## src/rtl/mult_div_unit_pkg.sv

```systemverilog
// Shared CPU definitions used by the multiply/divide unit.
// Latency: n/a (types, constants and a combinational helper only).
// Backpressure: n/a.
package mult_div_unit_pkg;

    localparam int XLEN = 32;

    typedef enum logic [1:0] {
        OP_MULT  = 2'b00,
        OP_MULTU = 2'b01,
        OP_DIV   = 2'b10,
        OP_DIVU  = 2'b11
    } op_t;

    typedef enum logic [1:0] {
        ST_IDLE = 2'b00,
        ST_CALC = 2'b01,
        ST_FIX  = 2'b10
    } state_t;

    // Signed ops take the magnitude of negative operands; unsigned pass through.
    function automatic logic [XLEN-1:0] mag(input logic [XLEN-1:0] x, input logic is_signed);
        return (is_signed && x[XLEN-1]) ? (~x + 1'b1) : x;
    endfunction

endpackage

```

## src/rtl/mdu_iter_core.sv

```systemverilog
// Iterative datapath: radix-2 shift-add multiply / restoring shift-subtract divide.
// Latency: one iteration per step cycle, last asserted during the 32nd step.
// Backpressure: none; the controller paces it with load/step.
module mdu_iter_core
    import mult_div_unit_pkg::*;
#(
    parameter int WIDTH = 32
) (
    input  logic               clk,
    input  logic               rst_n,
    input  logic               load,
    input  logic               step,
    input  logic               is_div,
    input  logic [WIDTH-1:0]   opa,
    input  logic [WIDTH-1:0]   opb,
    output logic [2*WIDTH-1:0] acc,
    output logic               last
);

    logic [WIDTH-1:0]   opnd;
    logic               div_mode;
    logic [5:0]         cnt;
    logic [2*WIDTH-1:0] acc_nxt;
    logic [WIDTH:0]     add_sum;
    logic [WIDTH:0]     rem_shift;
    logic [WIDTH+1:0]   sub_diff;

    assign last = (cnt == 6'(WIDTH - 1));

    // One iteration of whichever algorithm is loaded.
    always_comb begin
        // Multiply: add multiplicand to the upper half when the current multiplier bit is set,
        // keep the carry and shift the whole accumulator right.
        add_sum   = {1'b0, acc[2*WIDTH-1:WIDTH]} + (acc[0] ? {1'b0, opnd} : '0);
        // Divide: the partial remainder needs one extra bit after the left shift.
        rem_shift = acc[2*WIDTH-1:WIDTH-1];
        sub_diff  = {1'b0, rem_shift} - {2'b00, opnd};
        if (!div_mode) begin
            acc_nxt = {add_sum, acc[WIDTH-1:1]};
        end else if (!sub_diff[WIDTH+1]) begin
            acc_nxt = {sub_diff[WIDTH-1:0], acc[WIDTH-2:0], 1'b1};
        end else begin
            acc_nxt = {acc[2*WIDTH-2:0], 1'b0};
        end
    end

    // Accumulator, stored operand and iteration counter.
    always_ff @(posedge clk or negedge rst_n) begin
        if (!rst_n) begin
            acc      <= '0;
            opnd     <= '0;
            div_mode <= 1'b0;
            cnt      <= '0;
        end else if (load) begin
            acc      <= is_div ? {{WIDTH{1'b0}}, opa} : {{WIDTH{1'b0}}, opb};
            opnd     <= is_div ? opb : opa;
            div_mode <= is_div;
            cnt      <= '0;
        end else if (step) begin
            acc      <= acc_nxt;
            cnt      <= cnt + 6'd1;
        end
    end

endmodule

```

## src/rtl/mult_div_unit.sv

```systemverilog
// HI/LO multiply/divide unit: FSM, sign correction and architectural HI/LO registers.
// Latency: HI/LO and the done pulse appear 33 cycles after the start edge.
// Backpressure: start and direct HI/LO writes are ignored while busy is high.
module mult_div_unit
    import mult_div_unit_pkg::*;
#(
    parameter int WIDTH = 32
) (
    input  logic             clk,
    input  logic             rst_n,
    input  logic             start,
    input  logic [1:0]       op,
    input  logic [WIDTH-1:0] busA,
    input  logic [WIDTH-1:0] busB,
    input  logic             hi_we,
    input  logic             lo_we,
    input  logic [WIDTH-1:0] wdata,
    output logic [WIDTH-1:0] hi,
    output logic [WIDTH-1:0] lo,
    output logic             busy,
    output logic             done
);

    state_t             state, state_nxt;
    op_t                op_q;
    logic [WIDTH-1:0]   a_q, b_q;
    logic [WIDTH-1:0]   hi_d, lo_d;
    logic               busy_d, done_d;
    logic               load, step, last;
    logic               in_signed;
    logic [2*WIDTH-1:0] acc;
    logic               q_signed, sa, sb;
    logic [2*WIDTH-1:0] prod;
    logic [WIDTH-1:0]   res_hi, res_lo;

    assign load      = (state == ST_IDLE) && start;
    assign step      = (state == ST_CALC);
    assign in_signed = (op_t'(op) == OP_MULT) || (op_t'(op) == OP_DIV);

    mdu_iter_core #(.WIDTH(WIDTH)) u_core (
        .clk    (clk),
        .rst_n  (rst_n),
        .load   (load),
        .step   (step),
        .is_div (op[1]),
        .opa    (mag(busA, in_signed)),
        .opb    (mag(busB, in_signed)),
        .acc    (acc),
        .last   (last)
    );

    // State register.
    always_ff @(posedge clk or negedge rst_n) begin
        if (!rst_n) state <= ST_IDLE;
        else        state <= state_nxt;
    end

    // Next-state: IDLE -> CALC on start, CALC -> FIX after the last iteration, FIX -> IDLE.
    always_comb begin
        state_nxt = state;
        case (state)
            ST_IDLE: if (start) state_nxt = ST_CALC;
            ST_CALC: if (last)  state_nxt = ST_FIX;
            ST_FIX:             state_nxt = ST_IDLE;
            default:            state_nxt = ST_IDLE;
        endcase
    end

    // Sign correction of the magnitude result; divide by zero forces HI=A, LO=all ones.
    always_comb begin
        q_signed = (op_q == OP_MULT) || (op_q == OP_DIV);
        sa       = q_signed && a_q[WIDTH-1];
        sb       = q_signed && b_q[WIDTH-1];
        prod     = (sa ^ sb) ? (~acc + 1'b1) : acc;
        if (!op_q[1]) begin
            res_hi = prod[2*WIDTH-1:WIDTH];
            res_lo = prod[WIDTH-1:0];
        end else if (b_q == '0) begin
            res_hi = a_q;
            res_lo = '1;
        end else begin
            res_hi = sa        ? (~acc[2*WIDTH-1:WIDTH] + 1'b1) : acc[2*WIDTH-1:WIDTH];
            res_lo = (sa ^ sb) ? (~acc[WIDTH-1:0] + 1'b1)       : acc[WIDTH-1:0];
        end
    end

    // Output next values: direct writes only in IDLE without start, results in FIX.
    always_comb begin
        hi_d   = hi;
        lo_d   = lo;
        done_d = 1'b0;
        busy_d = (state_nxt != ST_IDLE);
        case (state)
            ST_IDLE: begin
                if (!start) begin
                    if (hi_we) hi_d = wdata;
                    if (lo_we) lo_d = wdata;
                end
            end
            ST_FIX: begin
                hi_d   = res_hi;
                lo_d   = res_lo;
                done_d = 1'b1;
            end
            default: ;
        endcase
    end

    // Registered outputs and operands latched at the start edge.
    always_ff @(posedge clk or negedge rst_n) begin
        if (!rst_n) begin
            hi   <= '0;
            lo   <= '0;
            busy <= 1'b0;
            done <= 1'b0;
            op_q <= OP_MULT;
            a_q  <= '0;
            b_q  <= '0;
        end else begin
            hi   <= hi_d;
            lo   <= lo_d;
            busy <= busy_d;
            done <= done_d;
            if (load) begin
                op_q <= op_t'(op);
                a_q  <= busA;
                b_q  <= busB;
            end
        end
    end

endmodule

```

## config.mk

```make
export PLATFORM = sky130hd
export DESIGN_NAME = mult_div_unit
export DESIGN_NICKNAME = d
export VERILOG_FILES = /design/src/rtl/mult_div_unit_pkg.sv /design/src/rtl/mdu_iter_core.sv /design/src/rtl/mult_div_unit.sv
export SDC_FILE = /design/constraint.sdc
export NUM_CORES = 1
export LEC_CHECK = 0
export CAP_MARGIN = 20
export CORE_ASPECT_RATIO = 1.1
export CORE_MARGIN = 10
export CORE_UTILIZATION = 53
export DETAILED_ROUTE_END_ITERATION = 7
export GPL_TIMING_DRIVEN = 0
export HOLD_SLACK_MARGIN = 0.06
export PLACE_DENSITY_LB_ADDON = 0.25
export SETUP_SLACK_MARGIN = 0.5
export SLEW_MARGIN = 40
export SYNTH_ARGS = -nofsm -noshare
export SYNTH_HDL_FRONTEND = slang
export SYNTH_SLANG_ARGS = --single-unit
```

## constraint.sdc

```tcl
create_clock -name clk -period 8.2 [get_ports clk]
set_clock_uncertainty 0.1 [all_clocks]
set_input_delay 1.23 -clock clk [delete_from_list [all_inputs] [get_ports clk]]
set_output_delay 1.23 -clock clk [all_outputs]
set_load 0.03 [all_outputs]
```

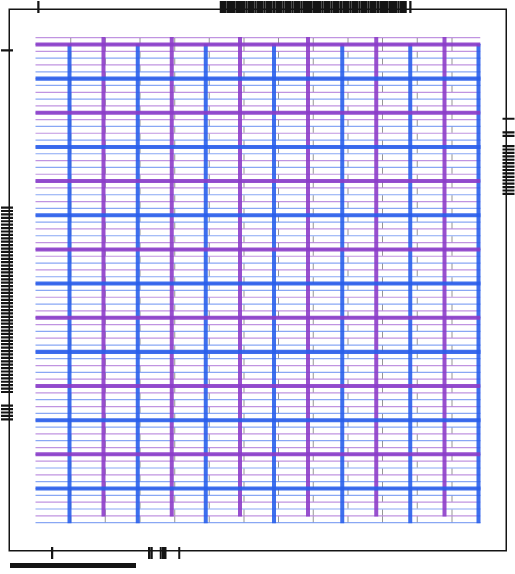
*PDN straps and rails*
The bar under the picture is 50 um long. Pins as bars on the die edge. Tap cells in gray.
purple -> VDD
blue -> VSS
signal pins = 169
rows = 71
met1 rails = 72
met5 straps = 14
tap cells = 438

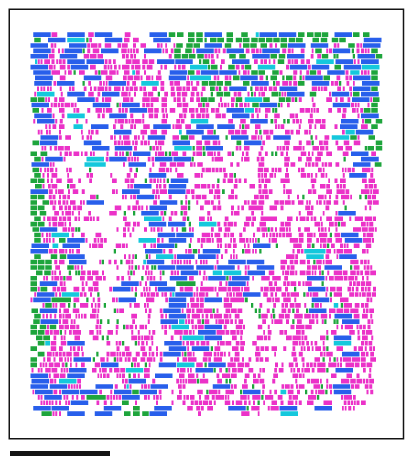
*Cells colored by class*
The bar under the picture is 50 um long.
green -> other buffers and delay cells  # cells 350
magenta -> all other logic  # cells 2001
blue -> flip-flops  # cells 236
cyan -> clock drivers and dummy loads  # cells 48

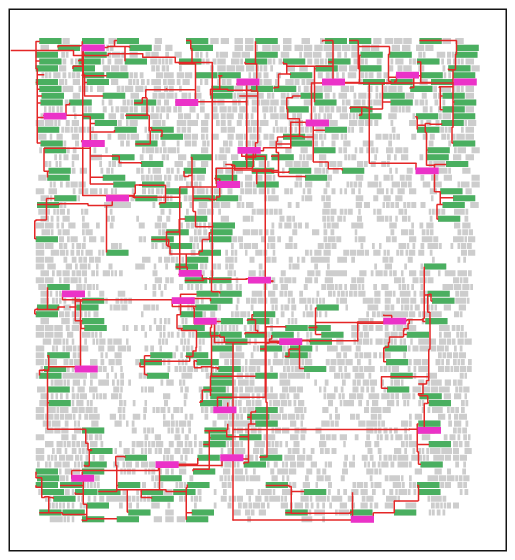
*Clock distribution*
red -> clock wires  # length 3580 um
magenta -> cells driving clock nets  # count 27
green -> flip-flops  # count 236
flops lie = spread over the die

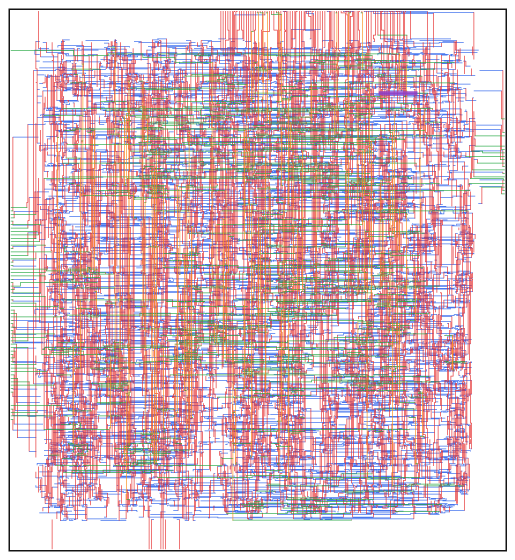
*Metal layers overlaid*
blue -> met1  # wire length 30.5 mm
red -> met2  # wire length 36.1 mm
green -> met3  # wire length 8410 um
purple -> met5  # wire length 13.8 um
orange -> met4  # wire length 4750 um

==> run summary <==
impl run done, here's what came out: maximum vdd drop=0.000205 V, hold buffer count at CTS=0, Detail Route Antenna Nets=0, crit-path max cell delay=0.63 ns, number of cells in Yosys stat=2416, post-route insts no fill=3073, Signal buf overhead=0.115, pwr/cell area=a little under 500 mW/mm^2, Async SR Flop Fraction=1.00, PostCTS Resize Cnt=0, status=finished clean, slew margin rel.=0.349, Max-area cell class=multi-input combinational cells, Mux cell area share=0.0232, cell mode on critical path=a21oi_1, Total Routing Usage GR=0.365, Clk power=between 1 and 1.5 mW, worst slack at placement=3.39 ns, Wirelength per Cell=25.9 um, leading power group=combinational logic, design area=0.0216 mm^2, Die Y=215 um, DRT Wirelength=79.7 mm, Top-area cell share=0.322, Flops=236, Post-CTS Setup Inserts=0, number of vias per cell=6.56, XOR/XNOR Fraction of Synth Area=0.0904, Hold Vio Cnt, Final=0, MI comb cells=1924, met3 WL post-DR=8.41 mm, Initial DRT Pass Iterations=6, post-synthesis chip area from yosys=0.0183 mm^2, GR Util met2=0.583, ys flop type=dfrtp_1, Top reg by flops=u_core.acc
Power figures rest on the tool's default switching activity, not on a simulated workload.
